**config.mk**
```make
export PLATFORM = sky130hd
export DESIGN_NAME = issue_execute_fifo
export DESIGN_NICKNAME = d
export VERILOG_FILES = /design/src/rtl/issue_execute_fifo.sv
export SDC_FILE = /design/constraint.sdc
export NUM_CORES = 1
export LEC_CHECK = 0
export ABC_AREA = 0
export CORE_ASPECT_RATIO = 1.25
export CORE_UTILIZATION = 50
export DETAILED_ROUTE_END_ITERATION = 10
export GPL_TIMING_DRIVEN = 0
export HOLD_SLACK_MARGIN = 0.05
export PLACE_DENSITY = 0.85
export SLEW_MARGIN = 0
export SYNTH_ARGS = -nofsm -noshare
export SYNTH_HDL_FRONTEND = slang
export SYNTH_SLANG_ARGS = --single-unit
export TNS_END_PERCENT = 1
```
**constraint.sdc**
```tcl
create_clock -name clk -period 4.3 [get_ports clk]
set_input_delay 1.29 -clock clk [delete_from_list [all_inputs] [get_ports clk]]
set_output_delay 1.29 -clock clk [all_outputs]
set_load 0.02 [all_outputs]
```
**src/rtl/issue_execute_fifo.sv**
```systemverilog
// issue_execute_fifo: first-word-fall-through queue from issue to one execute unit
//   clk, rst           : clock and synchronous active-high reset
//   data_in, push      : enqueue side, accepted only while not full
//   full               : queue holds DEPTH entries
//   data_out           : head entry, zero when empty
//   data_out_valid     : queue non-empty
//   pop                : dequeue head, ignored when empty
//   flush              : commit flush, discards every entry
//   count              : current occupancy 0..DEPTH
package issue_execute_pkg;
    typedef struct packed {
        logic [5:0]  rob_id;
        logic [3:0]  alu_op;
        logic [4:0]  rd;
        logic [31:0] src_a;
        logic [31:0] src_b;
    } issue_execute_pack_t;
endpackage

module issue_execute_fifo
    import issue_execute_pkg::*;
#(
    parameter int DEPTH = 4
) (
    input  logic                       clk,
    input  logic                       rst,
    input  issue_execute_pack_t        data_in,
    input  logic                       push,
    output logic                       full,
    output issue_execute_pack_t        data_out,
    output logic                       data_out_valid,
    input  logic                       pop,
    input  logic                       flush,
    output logic [$clog2(DEPTH):0]     count
);
    localparam int AW = $clog2(DEPTH);
    localparam int CW = AW + 1;

    issue_execute_pack_t r_mem [DEPTH];
    logic [AW-1:0]       r_rptr;
    logic [AW-1:0]       r_wptr;
    logic [CW-1:0]       r_cnt;
    logic                w_do_push;
    logic                w_do_pop;

    assign full           = (r_cnt == CW'(DEPTH));
    assign data_out_valid = (r_cnt != '0);
    assign data_out       = data_out_valid ? r_mem[r_rptr] : '0;
    assign count          = r_cnt;
    assign w_do_push      = push && !full && !flush;
    assign w_do_pop       = pop && data_out_valid && !flush;

    always_ff @(posedge clk) begin
        if (rst || flush) begin
            r_rptr <= '0;
            r_wptr <= '0;
            r_cnt  <= '0;
        end else begin
            if (w_do_push) r_wptr <= r_wptr + AW'(1);
            if (w_do_pop)  r_rptr <= r_rptr + AW'(1);
            r_cnt <= r_cnt + CW'(w_do_push) - CW'(w_do_pop);
        end
    end

    // Storage needs no reset; slots are only read while counted as occupied.
    always_ff @(posedge clk) begin
        if (w_do_push) r_mem[r_wptr] <= data_in;
    end
endmodule
```
run_1/placed.png
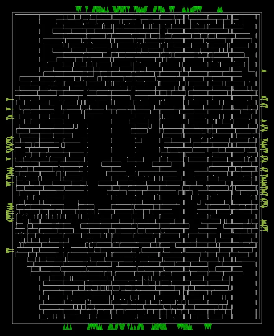
seq_cells: 325
number of well taps: 330
fill cell count: 1637

run_1/port_trees.png
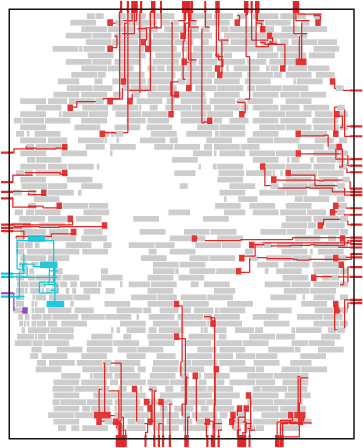
[purple] `push` | bits: 1 | direction: input | edge: left | end cells: 1 | buffers: 1 | wire: 8.90 um
[cyan] `count` | bits: 3 | direction: output | edge: left | end cells: 3 | buffers: 3 | wire: 183 um
[red] `data_out` | bits: 79 | direction: output | edge: 25 bottom, 25 top, 22 right, 7 left | end cells: 79 | buffers: 79 | wire: 2130 um
number of port buffers: 167
IO Pins: 168

==> design notes, run 1 <==
The endpoint class of the critical path was a primary output. The fraction of post-synthesis cell area in the top cell type by area is 76.6%. The critical path goes through buf_2 > clkbuf_1 > mux4_2 > and2_1 > clkdlybuf4s50_1. During synthesis, Yosys emitted a total of 0 warnings.

The number of antenna violations at the first check in global routing is 3. Total die size: 25400 um^2. After routing the design area is 15500 um^2.

The core region area is 24400 um^2, and the final critical delay including setup and external delays is 4100 ps. The final total power was 6.44 mW; the final clock period utilization by the worst path was 95.3%. Per the post-run analysis, buffers plus inverters along the critical path come to 3. According to the floorplan log, the row count is 64. The largest individual stage delay along the critical path comes from the cell sky130_fd_sc_hd__clkbuf_1.

Internal power comes to 5.16 mW. The tools report the power share of the sequential group as 54.9%. The fraction of layout instances using a drive strength above 1 works out to 18.4%. Prior to clock tree synthesis, the placed netlist has a worst setup slack of 343 ps. The run gives 512 ps as the worst slack on hold paths.

The run gives 325 for the total of flip-flops plus latches after synthesis. The congestion estimate from routability-driven global placement came to 0.709. The critical path endpoint has a required time of 3010 ps. The report gives the cell count of the worst hold path as 2. The first global-routing pass estimated 34700 um of wire. For this run, the detailed router's first-pass iteration total came to 5. Nature of the critical path startpoint: a flop. The pin closest to its max-slew limit shows a slew of 762 ps. The die is 143 um wide. With the cell leakage power at 4.92 nW, the floorplan net count is 643.

In this run the remaining antenna-violating nets after routing total 0. Per the placement report, the placed cell count is 1053. The run gives 22.4 um^2 for the average size of a mapped cell. Leaving out filler cells and counting taps, the final layout contains 1109.

Dividing total power by cell area gives a power density of 414 nW/um^2. The analysis reports a worst IR drop on VDD of 0.355 mV. The remaining global-route overflow was 0; the depth of the worst register-to-register path was 12. The path class of the tightest hold or removal check is flop to flop.

The total setup buffers inserted after CTS is 0, and the chip height is 178 um. TritonCTS built the clock tree. The run gives 14400 um for the half-perimeter wire length of the detailed placement result.

The count of H-tree levels built during CTS was 1. The run gives 846 as the number of nets in the layout. The reported max-cap violation count was 0.

The run gives 5.30 for the per-cell via count in the routed design. Summing over the stages, the warning tally comes to 29. The tools report the share of the core filled with cells as 63.7%. The flow ran to the end, and the final reports show no timing, DRC or antenna violations. Counting pins that exceed their max-slew limit in the final report gives 0. For the final database, setup skew stands at 14.0 ps. For the combinational group share of total power, the log shows 5.8%. The tools report the clock tree root driver cell as sky130_fd_sc_hd__clkbuf_16. The placed instances occupy a cell area of 14600 um^2.

The total of endpoints with negative setup slack in the final report was 0; the clock slew at the register clock pins of the worst setup and hold paths was 60 ps. With the largest incremental delay on the critical path at 610 ps, the starting DRC count in detailed routing is 327. Per the synthesis report, the dominant area consumer among library cells is sky130_fd_sc_hd__edfxtp_1. The run gives 5 for the total number of cells along the worst setup path.

For this run, design rule violations remaining after detail routing come to 0. The logs give 0 ps for the aggregate negative setup slack and 325 for the number of sinks handled by clock tree synthesis. Before placement the cells fill 50.7% of the core. The post-synthesis to final-layout area growth is 25.5%, and the top fanout value on the critical path is 10. The number of library cell types mapped by synthesis is 25. Ranking logic cells in the layout by count gives the top entries 316 x sky130_fd_sc_hd__edfxtp_1, 167 x sky130_fd_sc_hd__clkdlybuf4s50_1, 82 x sky130_fd_sc_hd__and2_1. The top cell family by delay on the critical path was buffers and inverters.

The script extracted a net switching power of 1.28 mW. Entering global routing, the biggest net connects 50 pins.
run_1/layers.png
The bar under the picture is 50 um long.
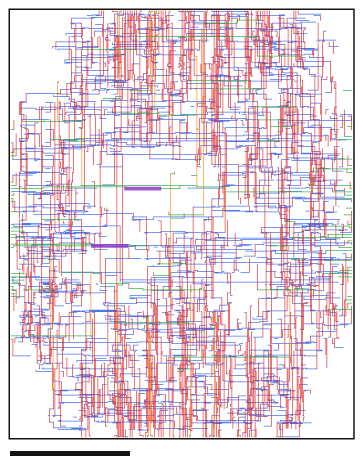
[green] M3 | wire length: 1110 um
[orange] M4 | wire length: 710 um
[purple] M5 | wire length: 27.6 um
[red] M2 | wire length: 12200 um
[blue] M1 | wire length: 8990 um
via count: 5877
average wire per standard cell: 20.8 um
Final Routed Wirelength: 23100 um
overall track demand over capacity in global routing: 18.4%

run_1/clock_wires.png
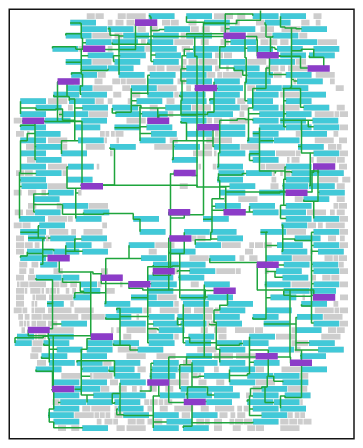
[green] clock wires | length: 3410 um
[cyan] flip-flops | count: 325
[purple] clock-net drivers | count: 31
flops lie: spread over the die
routed clock nets: 32
Clk pwr share: 39.3%
power dissipated in the clock network: 2.53 mW

-- run 1: path summary, 6_finish.rpt --
| check | from | end | slack (ps) |
|---|---|---|---|
| setup / recovery | flop | data_out[58] | 200 |
| hold / removal | r_wptr[0] | r_wptr[0] | 510 |
| setup reg to reg | count[2] | count[2] | 1660 |
| hold reg to reg | r_wptr[0] | r_wptr[0] | 510 |
-- run 1: kinds of logic after synthesis --
kind of cell / synth area share (%)
DFF: 78.1
and+or+nand+nor: 4.90
muxes: 14.4
buffers and inverters: 1.40
adders and majority gates: 0.768
AOI/OAI and AO/OA: 0.212
xor gates and xnor gates: 0.283
-- run 1: synth_stat cells (all sizes together) --
| library cell | instances |
|---|---|
| edfxtp | 316 |
| nor3 | 4 |
| clkbuf | 16 |
| and3 | 4 |
| xor2 | 2 |
| o21ai | 2 |
| o311ai | 1 |
| nor2 | 2 |
| nand2 | 2 |
| or3b | 1 |
| or3 | 1 |
| nand4 | 2 |
| inv | 6 |
| nor2b | 1 |
| dfxtp | 9 |
| mux4 | 79 |
| xnor2 | 2 |
| and2 | 82 |
| o31ai | 1 |
| fa | 1 |
| ha | 6 |
| buf | 12 |
-- run 1: worst reg2reg max path, cell delays in order, from the launching register on --
cell	delay, ps
sky130_fd_sc_hd__dfxtp_1	430
sky130_fd_sc_hd__or3b_1	370
sky130_fd_sc_hd__clkbuf_1	200
sky130_fd_sc_hd__and2_1	200
sky130_fd_sc_hd__inv_1	70
sky130_fd_sc_hd__ha_1	220
sky130_fd_sc_hd__inv_1	50
sky130_fd_sc_hd__ha_1	120
sky130_fd_sc_hd__inv_1	50
sky130_fd_sc_hd__fa_1	400
sky130_fd_sc_hd__xnor2_1	140
sky130_fd_sc_hd__xnor2_1	130
sky130_fd_sc_hd__and2_1	160
-- run 1: per-layer routing --
metal / vias up / track usage (%) / wire length [um]
met5: - / 0 / 27
met4: 4 / 7.26 / 710
met3: 48 / 3.00 / 1110
met2: 170 / 32.0 / 12200
met1: 3003 / 23.1 / 8990
li1: 2652 / - / -
-- run 1: cell type report --
| type | count | area, um^2 | area share (%) |
|---|---|---|---|
| Antenna cell | 1 | 2.50 | 0.0161 |
| Multi-Input combinational cell | 193 | 2570 | 16.5 |
| Clock buffer | 37 | 798 | 5.13 |
| Clock inverter | 19 | 146 | 0.941 |
| Sequential cell | 325 | 9670 | 62.2 |
| Buffer | 27 | 148 | 0.950 |
| Inverter | 6 | 22.5 | 0.145 |
| Timing Repair Buffer | 171 | 1780 | 11.5 |
| Tap cell | 330 | 413 | 2.66 |
-- run 1: registers in the layout, indices dropped and copies added, names as in the netlist, named ones only --
name	cells
r_wptr	2
r_rptr	2
r_mem	316
count	3
-- run 1: power by group through the flow --
stage          combinational (mW)  sequential (mW)  clock, mW
2_1_floorplan               0.157             3.60          0
3_3_place_gp                0.362             3.61          0
3_5_place_dp                0.375             3.60          0
4_1_cts                     0.377             3.54       2.59
5_1_grt                     0.397             3.54       2.70
6_report                    0.371             3.54       2.53
-- run 1: repair_timing --
action,CTS,global route
endpoints found under the setup margin,51,11
gates resized,0,1
cloned,0,0
## Run 2: what changed since run 1
- CAP_MARGIN: not set -> 20
run_2/port_trees.png
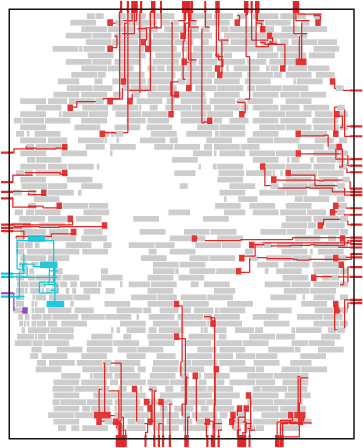
[red] `data_out` | bits: 79 | direction: output | edge: 25 bottom, 25 top, 22 right, 7 left | end cells: 79 | buffers: 79 | wire: 2130 um
[purple] `push` | bits: 1 | direction: input | edge: left | end cells: 1 | buffers: 1 | wire: 8.90 um
[cyan] `count` | bits: 3 | direction: output | edge: left | end cells: 3 | buffers: 3 | wire: 183 um

run_2/layers.png
The bar under the picture is 50 um long.
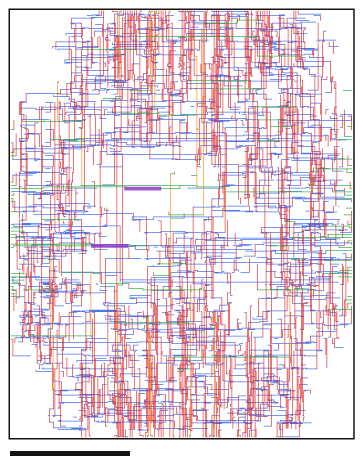
[blue] M1 | wire length: 8990 um
[red] M2 | wire length: 12200 um
[purple] M5 | wire length: 27.6 um
[orange] M4 | wire length: 710 um
[green] M3 | wire length: 1110 um

==> run 2 against run 1 <==
  * Synthesized cell count is the same
  * First-iteration DRC count did not move
  * Global-route usage did not move
  * Fmax unchanged
  * Worst hold slack stayed put
  * Critical endpoint unchanged
  * Largest power group unchanged
  * Highest routed layer unchanged
==> design notes, run 2 <==
Total of warnings raised by yosys: 0 (unchanged). STA classifies the critical path startpoint as a flop. The number of antenna violations at the first check in global routing is 3 (unchanged), and the detailed-routing iteration count for the pre-antenna-repair pass is 5 (unchanged).

The number of placed I/O pins is 168 (unchanged). The run finished with clean final reports. The run gives 0 (unchanged) for the total setup buffers inserted after CTS.

For the number of DRC violations after detailed routing, the log shows 0 (unchanged). Count of H-tree levels built during CTS: 1 (unchanged). The run gives 25400 um^2 (unchanged) for the total die size. TritonCTS built the clock tree.

Looking at the gate-level netlist, the highest instance count belongs to sky130_fd_sc_hd__edfxtp_1. The final clock period utilization by the worst path was 95.3% (unchanged). Yosys stat counts 552 cells in the synthesized netlist.

The run gives 18.4% (unchanged) as the global-route usage over all layers. For the register-to-register setup slack, the log shows 1660 ps (about the same). Floorplan die width: 143 um (unchanged). The total of flip-flops plus latches after synthesis works out to 325 (unchanged).

Standard-cell row count: 64 (unchanged). With the required time at the endpoint of the critical path at 3010 ps (about the same), the floorplan net count is 643 (unchanged). The number of nets in the layout is 846 (unchanged), and the fraction of layout instances using a drive strength above 1 is 18.4% (unchanged).

Register with the most flip-flops: r_mem. The kind of path behind the tightest hold check was flop to flop. Endpoint of the worst hold-timing path: r_wptr[0].

The chip height was 178 um (unchanged); the final total power was 6.44 mW (unchanged). With the per-cell via count in the routed design at 5.30 (unchanged), the transition time at the pin with the least slew margin is 762 ps (unchanged). Wire length after detailed routing: 23100 um (unchanged).

The tools report the number of fill cells in the layout as 1637 (unchanged). The share of async-settable or async-resettable flops after synthesis was 0% (unchanged); the tally of buffers added on design ports was 167 (unchanged). With the remaining antenna violation count at 0 (unchanged), the instance count after placement with tap cells included is 1053 (unchanged). The tools report the via count as 5877 (unchanged). With the total of endpoints with negative setup slack in the final report at 0 (unchanged), the number of sinks handled by clock tree synthesis is 325 (unchanged). With the areal power density over the cells at 414 nW/um^2 (unchanged), the cell leakage power is 4.92 nW (unchanged). The largest total area in the synthesized netlist belongs to sky130_fd_sc_hd__edfxtp_1. With the half-perimeter wire length of the detailed placement result at 14400 um (unchanged), the clock slew at the register clock pins of the worst setup and hold paths is 60 ps (about the same). The tree is rooted in a sky130_fd_sc_hd__clkbuf_16. With the fraction of post-synthesis cell area in the top cell type by area at 76.6% (unchanged), the worst clock skew is 14.0 ps (unchanged).

The cell depth of the worst hold path was 2 (unchanged); the max-slew violation count was 0 (unchanged). The core region area came out at 24400 um^2 (unchanged). The run gives 10 (unchanged) for the top fanout value on the critical path.

With the post-synthesis to final-layout area growth at 25.5% (unchanged), the final critical delay including setup and external delays is 4100 ps (unchanged). The tools report the reported max-cap violation count as 0 (unchanged). The warning total across the stage logs is 29 (unchanged), and the starting DRC count in detailed routing is 327 (unchanged).

The effective utilization at floorplan is 50.7% (unchanged). The tools report the source of the worst register-to-register timing path as count[2]. The worst setup path is captured at a primary output. The flip-flop count of the largest register after layout is 316 (unchanged).
-- run 2: cell counts in the layout (fill, tap and decap cells not counted) --
No cell type changed its count.
-- run 2: worst max-delay path, cell delays in order (launching register included) --
cell,delay [ps]
sky130_fd_sc_hd__dfxtp_1,300
sky130_fd_sc_hd__buf_2,220
sky130_fd_sc_hd__clkbuf_1,610
sky130_fd_sc_hd__mux4_2,410
sky130_fd_sc_hd__and2_1,180
sky130_fd_sc_hd__clkdlybuf4s50_1,550
-- run 2: cell type report --
| cell class | count | area, um^2 | share of cell area, % |
|---|---|---|---|
| flip-flops and latches | 325 | 9670 | 62.2 |
| multi-input cells | 193 | 2570 | 16.5 |
| repair buffers | 171 | 1780 | 11.5 |
| clock buffers | 37 | 798 | 5.13 |
| well taps | 330 | 413 | 2.66 |
| plain buffers | 27 | 148 | 0.950 |
| clock inverters | 19 | 146 | 0.941 |
| inverters | 6 | 22.5 | 0.145 |
| diodes | 1 | 2.50 | 0.0161 |
-- run 2: power by group --
| group | total (mW) | switching (mW) | internal, mW |
|---|---|---|---|
| clock network | 2.53 | 1.10 | 1.44 |
| logic | 0.371 | 0.176 | 0.195 |
| registers | 3.54 | 0.0115 | 3.52 |
-- run 2: routing by layer --
layer / wire length, um / GRT usage [%] / vias up / share of wire, %
met5: 27 / 0 / - / 0.12
met4: 710 / 7.26 / 4 / 3.1
met3: 1110 / 3.00 / 48 / 4.8
met2: 12200 / 32.0 / 170 / 53
met1: 8990 / 23.1 / 3003 / 39
li1: - / - / 2652 / -
-- run 2: how the worst max path moves through the flow --
stage | start | end | slack [ps]
final | flop | data_out[58] | 200
after global routing | flop | data_out[58] | 90
after CTS | count[1] | data_out[25] | 10
after detailed placement | flush | count[2] | 340
after global placement | flush | r_mem[1][66] | -1720
after floorplan | push | r_mem[0][0] | 370
-- run 2: logic make-up after synthesis --
kind of cell	synth area share (%)
flip-flops	78.1
multiplexers	14.4
XOR/XNOR	0.283
AND-OR/OR-AND	0.212
AND/OR/NAND/NOR	4.90
buffers and inverters	1.40
adder cells (fa/ha/maj)	0.768
-- run 2: repair_timing --
item / 4_1_cts / 5_1_grt
gates resized: 0 / 1
cloned: 0 / 0
hold buffers: 0 / 0
setup endpoints to repair: 51 / 11
-- run 2: stage by stage --
stage | area [um^2] | worst slack [ps] | hold WS, ps | util, %
CTS | 15500 | 11.1 | 517 | 63.6
detailed placement | 14600 | 343 | 501 | 59.8
floorplan | 12400 | 369 | 469 | -
finish | 15500 | 204 | 512 | 63.7
global placement | 14500 | -1720 | 490 | 59.2
global route | 15500 | 93.9 | 542 | 63.7
run_2/pinout.png
Pins as bars across the die edge, other pins in grey.
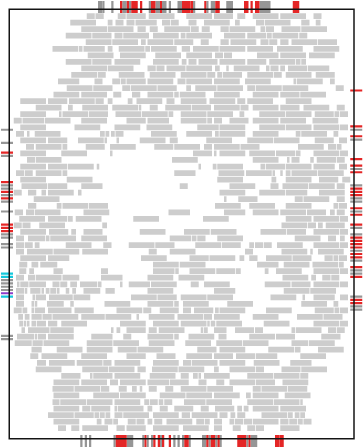

## Run 3: what changed since run 2
==> constraint.sdc (replaced) <==
create_clock -name clk -period 4.3 [get_ports clk]
set_input_delay 0.43 -clock clk [delete_from_list [all_inputs] [get_ports clk]]
set_output_delay 0.43 -clock clk [all_outputs]
set_load 0.02 [all_outputs]
run_3/pinout.png
Pins as bars across the die edge, other pins in grey.
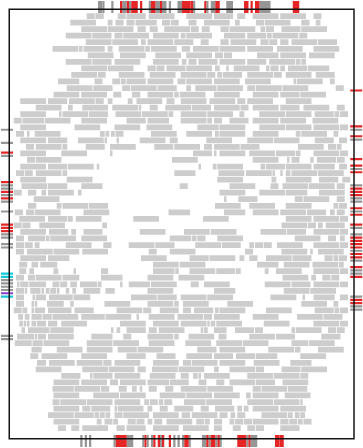
[red] `data_out` | pins: 79 | direction: output | edge: 25 bottom, 25 top, 22 right, 7 left
[purple] `push` | pins: 1 | direction: input | edge: left
[cyan] `count` | pins: 3 | direction: output | edge: left
Die Y-Extent: 178 um
Die Wd: 143 um

==> run 3 against run 2 <==
  * Setup slack improved by 590 ps
  * Worst hold slack barely moved
  * Flip-flop count did not move
  * Sequential share of layout area barely moved
  * Routed wire length rose by 0.15%
  * Largest cell class unchanged
==> design notes, run 3 <==
The run gives 23100 um (+0.15%) for the wire length after detailed routing. Yosys attributes the largest share of cell area to sky130_fd_sc_hd__edfxtp_1 77%, sky130_fd_sc_hd__mux4_2 14%, sky130_fd_sc_hd__and2_1 4.1%, sky130_fd_sc_hd__dfxtp_1 1.5%, sky130_fd_sc_hd__ha_1 0.61%. The tools report the post-route standard cell area excluding fillers as 15500 um^2 (about the same). The areal power density over the cells came out at 414 nW/um^2 (about the same). The cell leakage power is 4.92 nW (about the same), and the final clock period utilization by the worst path is 81.6% (-14 points). The cell depth of the worst hold path came out at 2 (unchanged). The total buffers and inverters traversed by the critical path works out to 3 (unchanged). The depth of the worst register-to-register path came out at 12.

The total die size is 25400 um^2 (unchanged), and the number of placed I/O pins is 168 (unchanged). With the standard-cell row count at 64 (unchanged), the switching part of the total is 19.9% (about the same). The core region area was 24400 um^2 (unchanged); the total of warnings raised by yosys was 0 (unchanged).

Total of cells resized after clock tree synthesis: 0 (unchanged). Floorplan net count: 643 (unchanged). The run gives 6330 as the via count of the first global-routing pass. The setup path with the least slack is of type flop to primary output. The flow ran to the end, and the final reports show no timing, DRC or antenna violations.

The warning total across the stage logs is 29 (unchanged). With the total of flip-flops plus latches after synthesis at 325 (unchanged), the fraction of layout instances using a drive strength above 1 is 18.2% (-0.15 points). The worst slack on hold paths was 512 ps (+0.0340 ps); the number of library cell types mapped by synthesis was 25. With the final critical delay including setup and external delays at 3510 ps (-588 ps), the clock slew at the register clock pins of the worst setup and hold paths is 60 ps (about the same).

The global-route usage over all layers is 18.4% (about the same), and the register-to-register setup slack is 1670 ps (about the same). Register cell area after layout: 9670 um^2 (unchanged). The run gives 0 (unchanged) as the reported max-cap violation count. The run gives 5.16 mW (about the same) for the internal power consumption. By instance count, the cell type seen most on the critical path is sky130_fd_sc_hd__clkbuf_1. The half-perimeter wire length of the detailed placement result is 14400 um (unchanged). The nature of the critical path startpoint is a flop. The clock tree root driver cell is sky130_fd_sc_hd__clkbuf_16. With the largest incremental delay on the critical path at 660 ps (+50 ps), the top fanout value on the critical path is 10 (unchanged). The transition time at the pin with the least slew margin works out to 780 ps (+18.3 ps).

The required time at the endpoint of the critical path is 3870 ps (+860 ps). The average size of a mapped cell is 22.4 um^2. The most common logic cell in the final layout is sky130_fd_sc_hd__edfxtp_1. STA shows the worst min-delay path finishing at r_wptr[0]. The run gives 3080 ps as the data arrival time of the critical path. Per the synthesis report, the dominant area consumer among library cells is sky130_fd_sc_hd__edfxtp_1. With the minimum setup slack after placement at 1200 ps (+860 ps), the fraction of post-synthesis cell area in the top cell type by area is 76.6% (unchanged).

The run gives 316 (unchanged) for the flip-flop count of the largest register after layout. TritonCTS built the clock tree. For the number of sinks handled by clock tree synthesis, the log shows 325 (unchanged). The run gives 14600 um^2 (unchanged) as the total placed instance area.

The endpoint class of the critical path was a primary output. With the max-slew violation count at 0 (unchanged), the number of DRC violations after detailed routing is 0 (unchanged). The tools report the number of nets in the layout as 847 (+0.12%).

The tally of buffers added on design ports works out to 167 (unchanged). The register with the most flip-flops is r_mem. Count of H-tree levels built during CTS: 1 (unchanged). The tools report the effective utilization at floorplan as 50.7% (unchanged).

The tools report the count of hold buffers inserted by post-cts repair as 0 (unchanged). The critical-path cell with the highest stage delay was sky130_fd_sc_hd__clkdlybuf4s50_1. The number of antenna violations at the first check in global routing is 3 (unchanged), and the per-cell via count in the routed design is 5.32 (+0.32%). In this run, CTS created clock tree buffers numbering 31. Total area of multi-input combinational cells: 2560 um^2 (-0.19%).

The tools report the total cell area reported by yosys after synthesis as 12400 um^2. The type recorded for the worst min-delay path is flop to flop. The via count was 5901 (+0.41%); the pin count of the biggest net entering global routing was 50. The cell family contributing the most delay on the critical path is buffers and inverters. Setup repair after global routing left no endpoint under its margin. The post-synthesis to final-layout area growth was 25.5% (about the same); the sequential-to-total area share from yosys stat was 78.1%. Starting DRC count in detailed routing: 287 (-12%).

The synthesis stats list as the most numerous cell sky130_fd_sc_hd__edfxtp_1. The total of endpoints with negative setup slack in the final report was 0 (unchanged). The run gives 5.8% (about the same) for the combinational group share of total power.

The remaining antenna violation count is 0 (unchanged). The power share of the sequential group came out at 54.9% (about the same). Detailed-routing iteration count for the pre-antenna-repair pass: 4 (-1). With the share of async-settable or async-resettable flops after synthesis at 0% (unchanged), the smallest setup slack after layout is 791 ps (+588 ps). The logs give 552 (unchanged) for the yosys cell count and 285 MHz for the fmax.

The run gives 1.28 mW (about the same) as the net switching power of the design. The startpoint identified for the worst register-to-register timing path is count[2]. The portion of total power attributed to the clock network was 39.3% (about the same); the total setup buffers inserted after CTS was 0 (unchanged). Walking the worst path, the cells encountered are or3_1 > clkbuf_1 > clkbuf_1 > and2_1 > clkdlybuf4s50_1. The top flip-flop cell by instance count after synthesis is sky130_fd_sc_hd__edfxtp_1. The max-slew check reports its worst relative slack as 48.0%.

The final timing report lists a hold violation count of 0. The tools report the number of fill cells in the layout as 1639 (+0.12%). In the layout the commonest cells are 316 x sky130_fd_sc_hd__edfxtp_1, 167 x sky130_fd_sc_hd__clkdlybuf4s50_1, 82 x sky130_fd_sc_hd__and2_1.

Per the post-synthesis report, the number of cells in the design is 552.
run_3/clock_wires.png
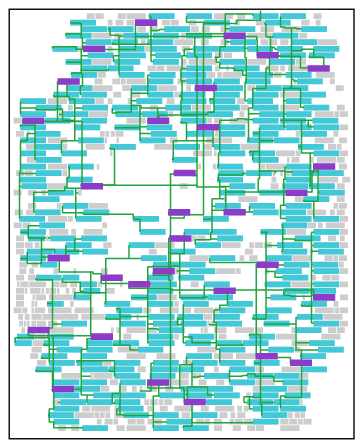
[cyan] flip-flops | count: 325
[green] clock wires | length: 3400 um
[purple] clock-net drivers | count: 31
flops lie: spread over the die
routed clock nets: 32
final clock skew: 16.1 ps
Latency at later pin: 550 ps

## run 3: cell counts after synthesis
No cell type changed its count.
## run 3: how the worst max path moves through the flow
| stage | startpoint | to | slack, ps | cells past startpoint |
|---|---|---|---|---|
| final | count[1] | data_out[21] | 790 | 5 |
| after detailed placement | flush | count[2] | 1200 | 12 |
| after global routing | count[1] | data_out[27] | 560 | 5 |
| after CTS | count[1] | data_out[25] | 670 | 5 |
| after floorplan | count[1] | r_mem[0][0] | 1040 | 3 |
| after global placement | flush | r_mem[1][66] | -860 | 3 |
## run 3: layer usage
layer,share of wire [%],GRT usage (%)
met5,0.12,0
met4,3.2,7.26
met3,4.8,3.00
met2,52,32.0
met1,39,23.1
## run 3: per-stage QoR
stage	setup TNS, ps	util, %	instances	total power, mW
5_1_grt	0	63.7	1110	6.63
3_3_place_gp	-251310	59.2	1049	3.97
6_report	0	63.7	1110	6.44
4_1_cts	0	63.6	1109	6.50
3_5_place_dp	0	59.8	1053	3.98
2_1_floorplan	0	-	552	3.76
## run 3: tightest hold or removal path, delay by kind of cell, from the launching register on
kind / cells / cell delay (ps)
flip-flops: 1 / 340
AND-OR/OR-AND: 1 / 60
AND/OR/NAND/NOR: 1 / 60
## run 3: area by class of cell
type	instances	area share (%)
tap	330	2.66
antenna	1	0.0161
multi-input combinational	193	16.5
inverter	6	0.145
clock inverter	19	0.942
buffer	28	0.974
sequential	325	62.2
timing repair buffer	171	11.5
clock buffer	37	5.13
## run 3: power groups by stage
stage	Sequential, mW	Clock (mW)	Combinational (mW)
after floorplan	3.60	0	0.157
after global placement	3.61	0	0.362
after detailed placement	3.60	0	0.375
after CTS	3.54	2.59	0.377
after global routing	3.54	2.70	0.397
final	3.54	2.53	0.372
## run 3: logic make-up after synthesis
logic type | share of synthesized area (%)
fa+ha+maj | 0.768
xor+xnor | 0.283
buf+inv | 1.40
simple gates | 4.90
flops | 78.1
mux | 14.4
compound gates | 0.212
No activity file was given, so power comes from the tool's default toggle rates.
